==> config.mk <==
export PLATFORM = sky130hd
export DESIGN_NAME = lvdt_thermo_tx_flat
export DESIGN_NICKNAME = d
export VERILOG_FILES = /design/src/rtl/lvdt_thermo_if.sv /design/src/rtl/lvdt_thermo_tx.sv /design/src/flat_wrapper.sv
export SDC_FILE = /design/constraint.sdc
export NUM_CORES = 1
export LEC_CHECK = 0
export ABC_AREA = 1
export CAP_MARGIN = 25
export CELL_PAD_IN_SITES_DETAIL_PLACEMENT = 1
export CELL_PAD_IN_SITES_GLOBAL_PLACEMENT = 1
export CORE_MARGIN = 3
export CORE_UTILIZATION = 30
export DETAILED_ROUTE_END_ITERATION = 10
export PLACE_DENSITY_LB_ADDON = 0.1
export SYNTH_ARGS = -nofsm -noshare
export SYNTH_HDL_FRONTEND = slang
export SYNTH_SLANG_ARGS = --single-unit
==> constraint.sdc <==
create_clock -name mclk -period 2.88 [get_ports mclk]
set_input_delay 0.432 -clock mclk [delete_from_list [all_inputs] [get_ports mclk]]
set_output_delay 0.432 -clock mclk [all_outputs]
set_load 0.005 [all_outputs]
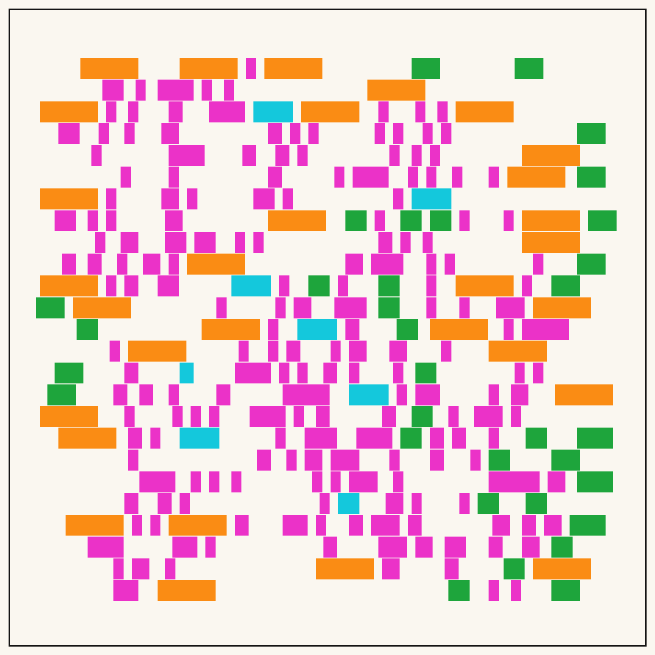
**Above:** run 1 (placed cells, one colour a class).
(8 px per um)
- magenta: combinational and other logic (cells 189; share of their area 51%)
- green: other buffers and delay cells (cells 33; share of their area 15%)
- cyan: clock drivers and dummy loads (cells 8; share of their area 4.7%)
- orange: flops (cells 30; share of their area 30%)
standard-cell row count: 26
post-layout util: 40.61%
core area: 0.005172 sq mm
Design Area, Final: 0.002101 sq mm
fraction of area in registers: 28.59%

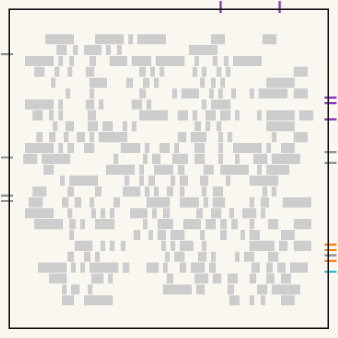
**Above:** run 1 (ports around the boundary).
(4 px per um) Pins as bars across the die edge, other pins in grey.
- orange: `bus_tgt` (pins 3; direction input; edge right)
- cyan: `bus_err` (pins 1; direction output; edge right)
- purple: `bus_adcbits` (pins 5; direction output; edge 3 right, 2 top)
input/output buffers: 15
die width: 79.38 um
Die H: 79.38 um

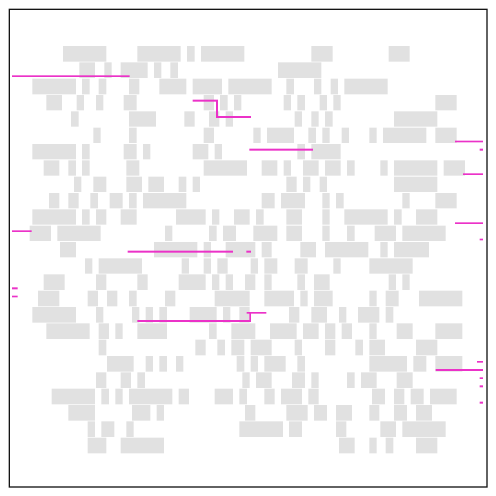
**Above:** run 1 (met3 routing).
(6 px per um)
- main direction: horizontal
- nets with wire on the layer: 15
total number of vias: 1493
final wirelength: 3.765 mm
GR Util met3: 3.725%

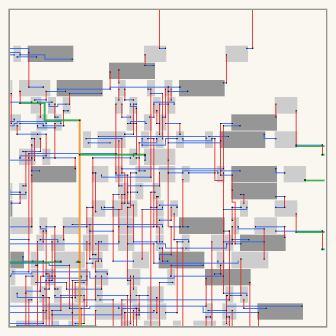
**Above:** run 1 (close-up of the layout).
Window x 29 to 79, y 29 to 79 um. Cells in grey, sequential cells in the stronger grey; small squares are vias.
- blue: metal 1
- red: metal 2
- orange: metal 4
- green: metal 3
- most frequent: nand2_1 (20), nor2_1 (15), dfxtp_1 (14)
- sequential cells in the window: 14
- cells with their middle in the window: 107

==> impl_metrics.yaml, run 1 <==
# generated from flow reports
yosys:
  yosysWarningCount: 0
  fp_nets: 235
  synth_seq_share_pct: 37.18
  ys_area_sq_mm: 0.001615
  synthCells: 221
  common_cells: "42 x nand2_1, 34 x inv_1, 30 x dfxtp_1, 27 x nor2_1, 16 x nand3_1"
  synth_top_cell_by_count: "nand2_1"
  ys_sh_adder_pct: 6.197
  syn_area_sq_mm: 0.001615
  edf_count: 0
  muxShareOfSynthArea_pct: 0
  flop_cell: "dfxtp_1"
  synth-seq-cells: 30
  ys_top_logic_family: "simple AND/OR/NAND/NOR gates"
  ys_sh_xor_pct: 2.634
  top_area_share_pct: 37.18
  yosys.area.top_type: "dfxtp_1"
  ys_sh_aoi_pct: 8.056
power_and_ir_drop:
  power_leader: "sequential cells"
  power.clock.fraction_pct: 41.0
  combinationalPowerShare_pct: 11.4
  total_power_uw: 900.4
  p_seq_share_pct: 47.7
  switching_power_uw: 240.2
  powerComb_uw: 102
  p_leak_nw: 0.9637
  p_clk_uw: 369
  pg_seq_uw: 429
  peakVddDrop_uv: 190.0
  internal_power_uw: 660.2
  power_switching_share_pct: 26.68
  pwr_density_cell_mw_per_mm2: 428.6
drt:
  dr.pass1.iters: 4
  wl_met1_mm: 1.861
  vias_per_cell: 4.524
  wl_met3_um: 107
  drt_iter0_drc: 41
  ant_nets: 0
  wire_per_inst_um: 11.41
  wl_met2_mm: 1.735
  top_layer: "met4"
setup_path:
  cp_top_family: "simple AND/OR/NAND/NOR gates"
  crit_path_end_kind: "flop"
  start_kind: "primary input"
  path_max_fanout: 4
  crit_type: "primary input to flop"
  cp_num_cells: 19
  path_cells: "clkdlybuf4s50_1 -> nand3_4 -> inv_1 -> o21ai_1 -> ha_1 -> nand3_2 -> nor2_4 -> nand2_1 -> nand3_1 -> nand2_2 -> nand2_4 -> nand2_2 -> nor2_4 -> inv_1 -> ha_1 -> inv_1 -> nand2_1 -> nand2_1 -> nor2_1"
  reg2reg_depth: 13
  r2r_slack_ps: 420
  critPathArrivalTime_ps: 2750
final_layout:
  clkCellAreaFrac_pct: 4.527
  lay_top_cells: "41 x nand2_1, 34 x inv_1, 30 x dfxtp_1, 25 x nor2_1, 18 x buf_4"
  nFillCells: 647
  dominant_cells: "combinational gates"
  sh_comb_area_pct: 41.81
  seq_area_sq_um: 600.6
  n_all_inverters: 39
  drive_gt1_share_pct: 21.92
  flops: 30
  n_antenna_cell: 0
  final_cells: 330
  layout_top_cell: "nand2_1"
  buf_share_pct: 13.94
  largest_register_ffs: 10
  nNetsFinal: 273
final_timing:
  setup_slack_ps: 315.9
  holdWs_ps: 469.2
  hold_viol: 0
  relSlewSlack_pct: 64.44
  final-setup-viol-count: 0
  period_used_pct: 89.03
  max_freq_ghz: 0.3900
  drv_slew: 0
  fin_tns_setup_ps: 0
clock_network:
  post-cts-setup-buffers: 0
  htree_levels: 2
  clockBufferDepth: 2
  cts_tree: "yes"
  clock_sinks: 30
  holdBufCountCts: 0
  insertion_delay_ps: 290
  clock_tree.root_cell: "clkbuf_8"
  cts.repair.resized: 0
global_route:
  grtUsageMet1_pct: 17.67
  grt_pass1_wl_mm: 6.962
  grt_antenna_before_repair: 0
  grt_max_degree: 13
  met2_usage_pct: 23.32
  busiest_layer: "met2"
  track_usage_pct: 14.19
status:
  status: "complete, no violations"
place:
  place_inst: 322
  pre_cts_slack_ps: -239.3
die:
  fp.dieArea_sq_mm: 0.006300
  initCoreUtil_pct: 31.23
  taps: 70
run:
  max-cap-violations: 0
  warnings: 29
worst_hold_path:
  hold_path.class: "flop to flop"
  min_path_cells: 2
## Run 2: what changed since run 1
--- a/config.mk
+++ b/config.mk
@@ -12,6 +12,7 @@
 export CORE_MARGIN = 3
 export CORE_UTILIZATION = 30
 export DETAILED_ROUTE_END_ITERATION = 10
+export DONT_BUFFER_PORTS = 1
 export PLACE_DENSITY_LB_ADDON = 0.1
 export SYNTH_ARGS = -nofsm -noshare
 export SYNTH_HDL_FRONTEND = slang
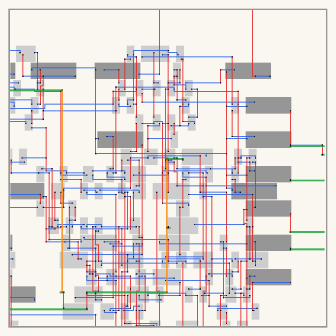
**Above:** run 2 (close-up of the layout).
Window x 29 to 79, y 29 to 79 um. Cells in grey, sequential cells in the stronger grey; small squares are vias.
- blue: metal 1
- green: metal 3
- red: metal 2
- orange: metal 4
- sequential cells in the window: 13
- cells with their middle in the window: 102
- most frequent: nand2_1 (23), nor2_1 (17)

==> run 2 against run 1 <==
  * Utilization down 6.1 points
  * Synthesized cell count unchanged
  * Register-to-register slack worse by 100 ps
  * Combinational power is 28% lower
  * Cell area is 15% lower
  * First-iteration DRC count fell by 44%
  * Hold slack worse by 250 ps
  * Power decreased by 6.8%
  * Via count down 6.8%
  * Clock skew is 2.1 ps lower
  * Area after synthesis did not move
  * Global-route usage increased by 0.34 points
==> impl_metrics.yaml, run 2 <==
# generated from flow reports
status:
  status: "complete, no violations"
drt:
  wl_met1_mm: 1.684
  vias_per_cell: 4.719
  dr.pass1.iters: 2
  top_layer: "met4"
  wl_met3_um: 169
  drt_iter0_drc: 23
  wire_per_inst_um: 12.97
setup_path:
  cp_top_family: "simple AND/OR/NAND/NOR gates"
  path_max_fanout: 7
  critPathArrivalTime_ps: 2730
  start_kind: "flop"
  crit_path_end_kind: "flop"
  cp_num_cells: 17
  reg2reg_depth: 17
  path_cells: "ha_1 -> nand3_1 -> nor4_2 -> inv_2 -> nor2_2 -> nand2_2 -> a21oi_4 -> nand2_1 -> nand2_1 -> nand2_2 -> inv_1 -> nand3_1 -> ha_1 -> inv_1 -> nand2_1 -> nand2_1 -> nor2_1"
clock_network:
  cts_tree: "yes"
  clock_tree.root_cell: "clkbuf_8"
  cts.repair.resized: 0
  post-cts-setup-buffers: 0
  htree_levels: 2
yosys:
  flop_cell: "dfxtp_1"
  synth_top_cell_by_count: "nand2_1"
  ys_sh_aoi_pct: 8.056
  common_cells: "42 x nand2_1, 34 x inv_1, 30 x dfxtp_1, 27 x nor2_1, 16 x nand3_1"
  syn_area_sq_mm: 0.001615
  ys_area_sq_mm: 0.001615
  yosys.area.top_type: "dfxtp_1"
  synth-seq-cells: 30
  ys_top_logic_family: "simple AND/OR/NAND/NOR gates"
  ys_sh_adder_pct: 6.197
  edf_count: 0
  yosysWarningCount: 0
  synthCells: 221
  ys_sh_xor_pct: 2.634
final_layout:
  seq_area_sq_um: 600.6
  stdcell_area_sq_mm: 0.001783
  layout_top_cell: "nand2_1"
  drive_gt1_share_pct: 15.56
  nFillCells: 651
  n_antenna_cell: 0
  buf_share_pct: 0
  clkCellAreaFrac_pct: 4.632
  dominant_cells: "combinational gates"
  sh_seq_area_pct: 33.68
  n_all_inverters: 39
  sh_comb_area_pct: 48.56
  flops: 30
place:
  pre_cts_slack_ps: -1.483
  place_inst: 289
  portBuffers: 0
global_route:
  grt_antenna_before_repair: 0
  met2_usage_pct: 26.52
  track_usage_pct: 14.53
  grt_max_degree: 13
  grt_pass1_wl_mm: 7.017
final_timing:
  setup_slack_ps: 317.8
  final-setup-viol-count: 0
  max_freq_ghz: 0.3903
  period_used_pct: 88.96
  relSlewSlack_pct: 67.46
  drv_slew: 0
power_and_ir_drop:
  power_switching_share_pct: 24.63
  pwr_density_cell_mw_per_mm2: 470.6
  pg_seq_uw: 430
  power_leader: "sequential cells"
  peakVddDrop_uv: 208.2
  switching_power_uw: 206.6
  power.clock.fraction_pct: 40.0
  p_clk_uw: 335
  internal_power_uw: 632.4
die:
  die_x_um: 79.38
  rows: 26
  coreArea_sq_mm: 0.005172
  die_height_um: 79.38
  fp.dieArea_sq_mm: 0.006300
worst_hold_path:
  hold_path.class: "primary input to flop"
  min_path_cells: 1
run:
  warnings: 29
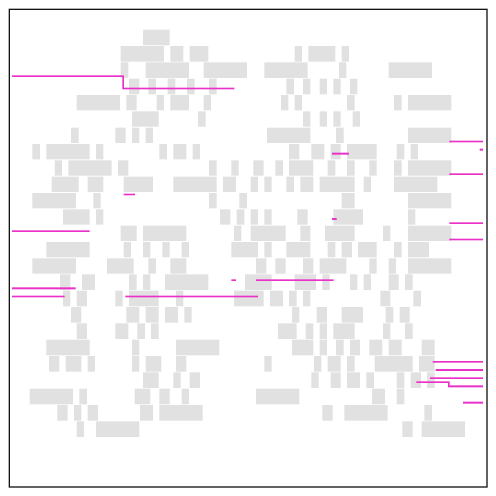
**Above:** run 2 (met3 routing).
(6 px per um)
- share of all routed wire: 4.4%
- wire length on this layer: 169 um
- longest straight run: 21.8 um
total number of vias: 1392
GR Util met3: 4.176%
final wirelength: 3.827 mm

Power is estimated from default activity; no workload was simulated.
